==> config.mk <==
export PLATFORM = sky130hd
export DESIGN_NAME = alu_seq_datapath
export DESIGN_NICKNAME = d
export VERILOG_FILES = /design/src/rtl/alu_seq_pkg.sv /design/src/rtl/alu_seq_core.sv /design/src/rtl/alu_seq_datapath.sv
export SDC_FILE = /design/constraint.sdc
export NUM_CORES = 1
export LEC_CHECK = 0
export ABC_AREA = 1
export CAP_MARGIN = 10
export CORE_MARGIN = 2
export CORE_UTILIZATION = 48
export DETAILED_ROUTE_END_ITERATION = 10
export PLACE_DENSITY = 0.75
export SLEW_MARGIN = 25
export SYNTH_ARGS = -nofsm -noshare
export SYNTH_HDL_FRONTEND = slang
export SYNTH_SLANG_ARGS = --single-unit
==> constraint.sdc <==
create_clock -name CLK -period 5.3 [get_ports CLK]
set_input_delay 1.06 -clock CLK [delete_from_list [all_inputs] [get_ports CLK]]
set_output_delay 1.06 -clock CLK [all_outputs]
set_load 0.05 [all_outputs]
run_1/gate_families.png
Scale: 3 px per um.
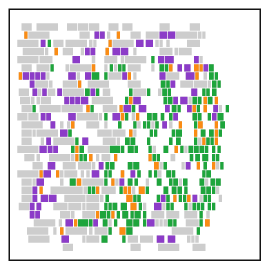
NOR gates -> orange  # cells 60
inverting AOI/OAI gates -> purple  # cells 85, where widely spread
NAND gates -> green  # cells 180
Commonest Layout Cell: nand2_1
post-route non-filler standard cell count: 591
logic share of the area: 58.1%

run_1/metal_stack.png
Scale: 3 px per um.
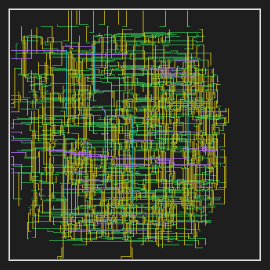
met3 -> purple  # wire length 764 um
met4 -> cyan  # wire length 201 um
met2 -> yellow  # wire length 4220 um
met1 -> green  # wire length 4060 um
vias post-DR: 3393
Global Route Usage Sum: 27.4%
drt total wl: 9.25 mm
wire length per cell: 15.6 um

run_1/clock_map.png
Scale: 6 px per um.
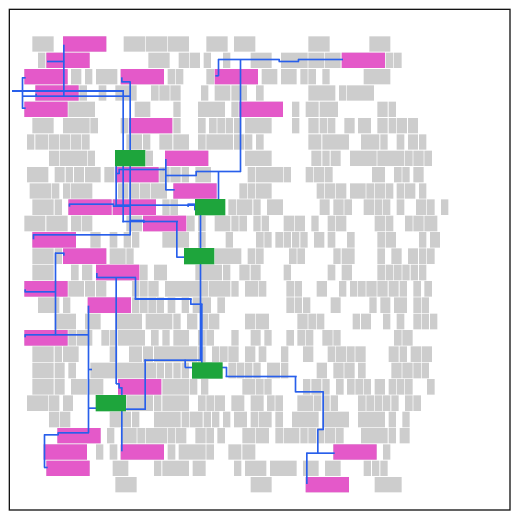
flip-flops -> magenta  # count 29
cells driving clock nets -> green  # count 5
clock wires -> blue  # length 491 um
routed clock nets = 6
Worst Skew: 10.4 ps
clock network power consumption: 245 uW

run_1/final_clocks.png
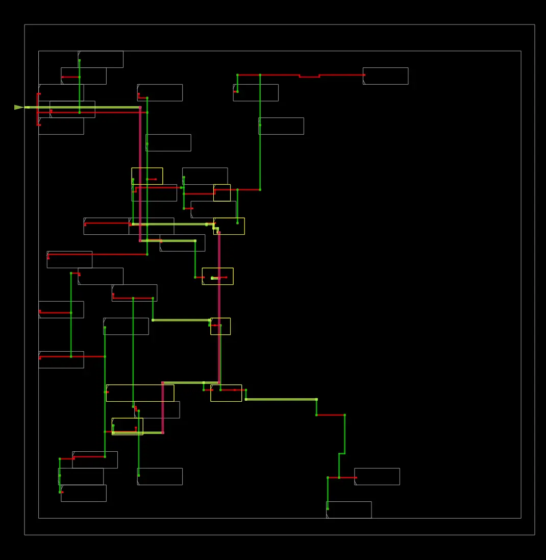
TritonCTS buffer count: 5
Clock Sinks: 29
Late-Pin Clk Latency: 300 ps
num sequential: 29

==> results.yml, run 1 <==
# physical design summary
run_status:
  outcome: "finished clean"
synth:
  synth_adder_area_share_pct: 15.0
  top_cell_area_share_pct: 19.3
  yosysTopAreaCell: "dfxtp_1"
  top_cells_by_area: "dfxtp_1, nand2_1, ha_1"
  flop_cell: "dfxtp_1"
  floorplan.nets: 547
grt:
  overflow: 0
  antenna_found_initial: 0
  grt_pass1_vias: 3229
final_timing:
  tightestPinTransition_ps: 919
  slew_headroom_pct: 38.5
  report.final.slew_viol_count: 0
  hold_viol_final: 0
flow_run:
  maxCapViolCount: 0
clocking:
  cts_setup_buffers: 0
  cts_tree: "done"
  cts.path.max_buffers: 2
cells_and_area:
  fillers: 588
  clockBufferCount: 5
critical_path:
  crit_path_top_delay_cell: "clkdlybuf4s50_1"
  cp_top_family: "simple AND/OR/NAND/NOR gates"
  arrival_ps: 3530
power:
  report.power.total_mw: 1.49
  power-top-group: "combinational cells"
  powerComb_uw: 897
  clockPowerShare_pct: 16.5
routing:
  top_layer_used: "met4"
  wl_met3_um: 763
  vias_per_cell: 5.74
  dr_wl_met2_mm: 4.22
  drt_pass1_iterations: 5
floorplan:
  initCoreUtil_pct: 50.3
  ios: 32
  coreArea_um2: 5990
  chip_area_um2: 6920
worst_hold_path:
  hold_path.class: "register to register"
placement:
  pre_cts_ws_ps: 1740
run_1/met3.png
Scale: 6 px per um.
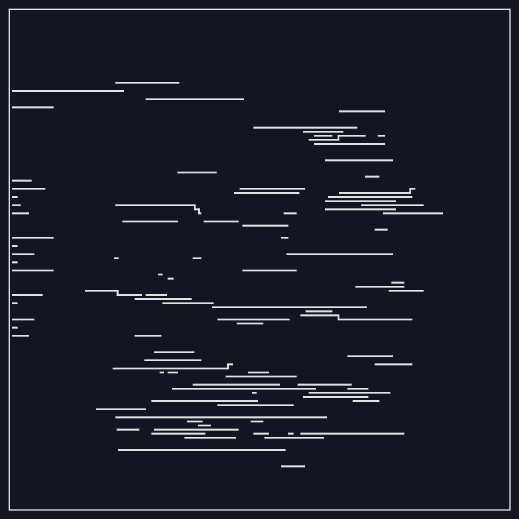

## Run 2: what changed since run 1
- PLACE_DENSITY: 0.75 -> 0.78
- clock period: 5.3 -> 2.7 ns (I/O delays scaled with it)
run_2/met3.png
Scale: 6 px per um.
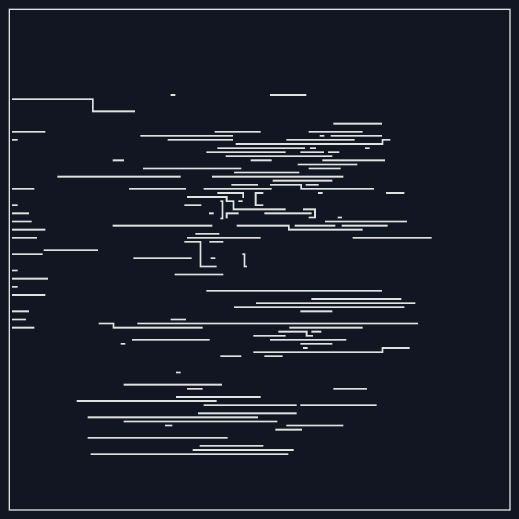
nets with wire on the layer = 90
share of all routed wire = 11%
main direction = horizontal
longest straight run = 46.5 um
wire length on this layer = 1070 um
Global Route met3 Usage: 4.27%
vias post-DR: 3563

==> results.yml, run 2 <==
# physical design summary
cells_and_area:
  largestClassByArea: "logic gates"
  final_common_cell: "nand2_1"
  design.seq.count: 29
  fillers: 571
  comb_share_pct: 53.4
  utilization_pct: 63.3
  clockBufferCount: 5
  num-nets-final: 611
  instances_no_fill: 635
final_timing:
  grt_setup_unrepaired: "false"
  hold_viol_final: 0
  report.final.slew_viol_count: 0
  tightestPinTransition_ps: 640
  slew_headroom_pct: 57.2
  fin_setup_tns_ps: 0
  skew_ps: 13.6
routing:
  detail-route-antenna-nets: 0
  wl_met3_mm: 1.07
  wl_per_cell_um: 15.7
  vias_per_cell: 5.61
  drtIter0Drc: 442
  dr_wl_met2_mm: 4.63
  drt_pass1_iterations: 5
  drt-total-wl_mm: 9.95
  top_layer_used: "met4"
synth:
  synth_adder_area_share_pct: 15.0
  top_cell_area_share_pct: 19.3
  top_cells_by_area: "dfxtp_1, nand2_1, ha_1"
  ys_seq_elements: 29
  async_flop_share_pct: 0
  yosysTopAreaCell: "dfxtp_1"
  floorplan.nets: 547
  flop_cell: "dfxtp_1"
clocking:
  clock-sinks: 29
  cts_setup_buffers: 0
  cts_tree: "done"
  numCtsBuffers: 5
  insertion_delay_ps: 290
  cts.path.max_buffers: 2
grt:
  overflow: 0
  use_met1_pct: 37.7
  track_usage_pct: 28.6
  grt_pass1_vias: 3342
  antenna_found_initial: 0
floorplan:
  chip_area_um2: 6920
  initCoreUtil_pct: 50.3
  coreArea_um2: 5990
  ios: 32
worst_hold_path:
  hold_path.class: "register to register"
power:
  power-top-group: "combinational cells"
  report.power.total_mw: 3.23
  p_int_mw: 1.61
  ir_worst_vdd_v: 0.000555
  clockPowerShare_pct: 14.7
  powerComb_mw: 2.08
  p_comb_share_pct: 64.5
  pg_clk_uw: 474
flow_run:
  maxCapViolCount: 0
  warning_count: 48
placement:
  pre_cts_ws_ps: -177
critical_path:
  cp-end-kind: "register"
  arrival_ps: 2800
  crit_path_top_delay_cell: "clkdlybuf4s50_1"
  cp_top_family: "simple AND/OR/NAND/NOR gates"
run_status:
  outcome: "finished clean"
run_2/metal_stack.png
Scale: 3 px per um.
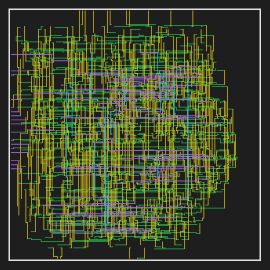

## Run 3: what changed since run 2
- CORE_MARGIN: 2 -> 3
run_3/metal_stack.png
Scale: 3 px per um.
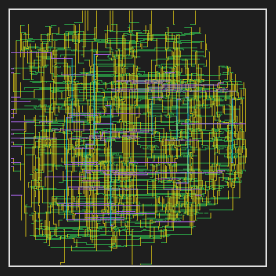
met3 -> purple  # wire length 698 um
met1 -> green  # wire length 4340 um
met2 -> yellow  # wire length 4380 um
met4 -> cyan  # wire length 212 um
drt total wl: 9.62 mm
vias post-DR: 3472

==> results.yml, run 3 <==
# physical design summary
run_status:
  outcome: "finished clean"
critical_path:
  crit_path_top_delay_cell: "clkdlybuf4s50_1"
  cp_top_family: "simple AND/OR/NAND/NOR gates"
clocking:
  cts.path.max_buffers: 2
  cts_tree: "done"
  cts_setup_buffers: 0
  numCtsBuffers: 5
  insertion_delay_ps: 290
cells_and_area:
  utilization_pct: 62.8
  clockBufferCount: 5
  design.seq.count: 29
  num-nets-final: 614
  fillers: 573
  instances_no_fill: 638
  final_common_cell: "nand2_1"
routing:
  wl_per_cell_um: 15.1
  detail-route-antenna-nets: 0
  wl_met3_um: 698
  dr_wl_met2_mm: 4.38
  top_layer_used: "met4"
  drt_pass1_iterations: 5
  vias_per_cell: 5.44
synth:
  flop_cell: "dfxtp_1"
  async_flop_share_pct: 0
  top_cell_area_share_pct: 19.3
  top_cells_by_area: "dfxtp_1, nand2_1, ha_1"
  synth_adder_area_share_pct: 15.0
  ys_seq_elements: 29
  yosysTopAreaCell: "dfxtp_1"
grt:
  overflow: 0
  track_usage_pct: 27.4
  grt_util_met3_pct: 5.05
  antenna_found_initial: 0
  use_met1_pct: 36.8
final_timing:
  slew_headroom_pct: 57.5
  fin_setup_tns_ps: 0
  grt_setup_unrepaired: "false"
  skew_ps: 11.0
placement:
  pre_cts_ws_ps: -167
power:
  report.power.total_mw: 3.09
  clockPowerShare_pct: 11.9
  p_comb_share_pct: 66.7
  powerComb_mw: 2.06
  pg_clk_uw: 366
  ir_worst_vdd_v: 0.000573
floorplan:
  chip_area_um2: 7260
  ios: 32
flow_run:
  warning_count: 48
  maxCapViolCount: 0
worst_hold_path:
  hold_path.class: "register to register"
Power and IR drop assume default switching activity.
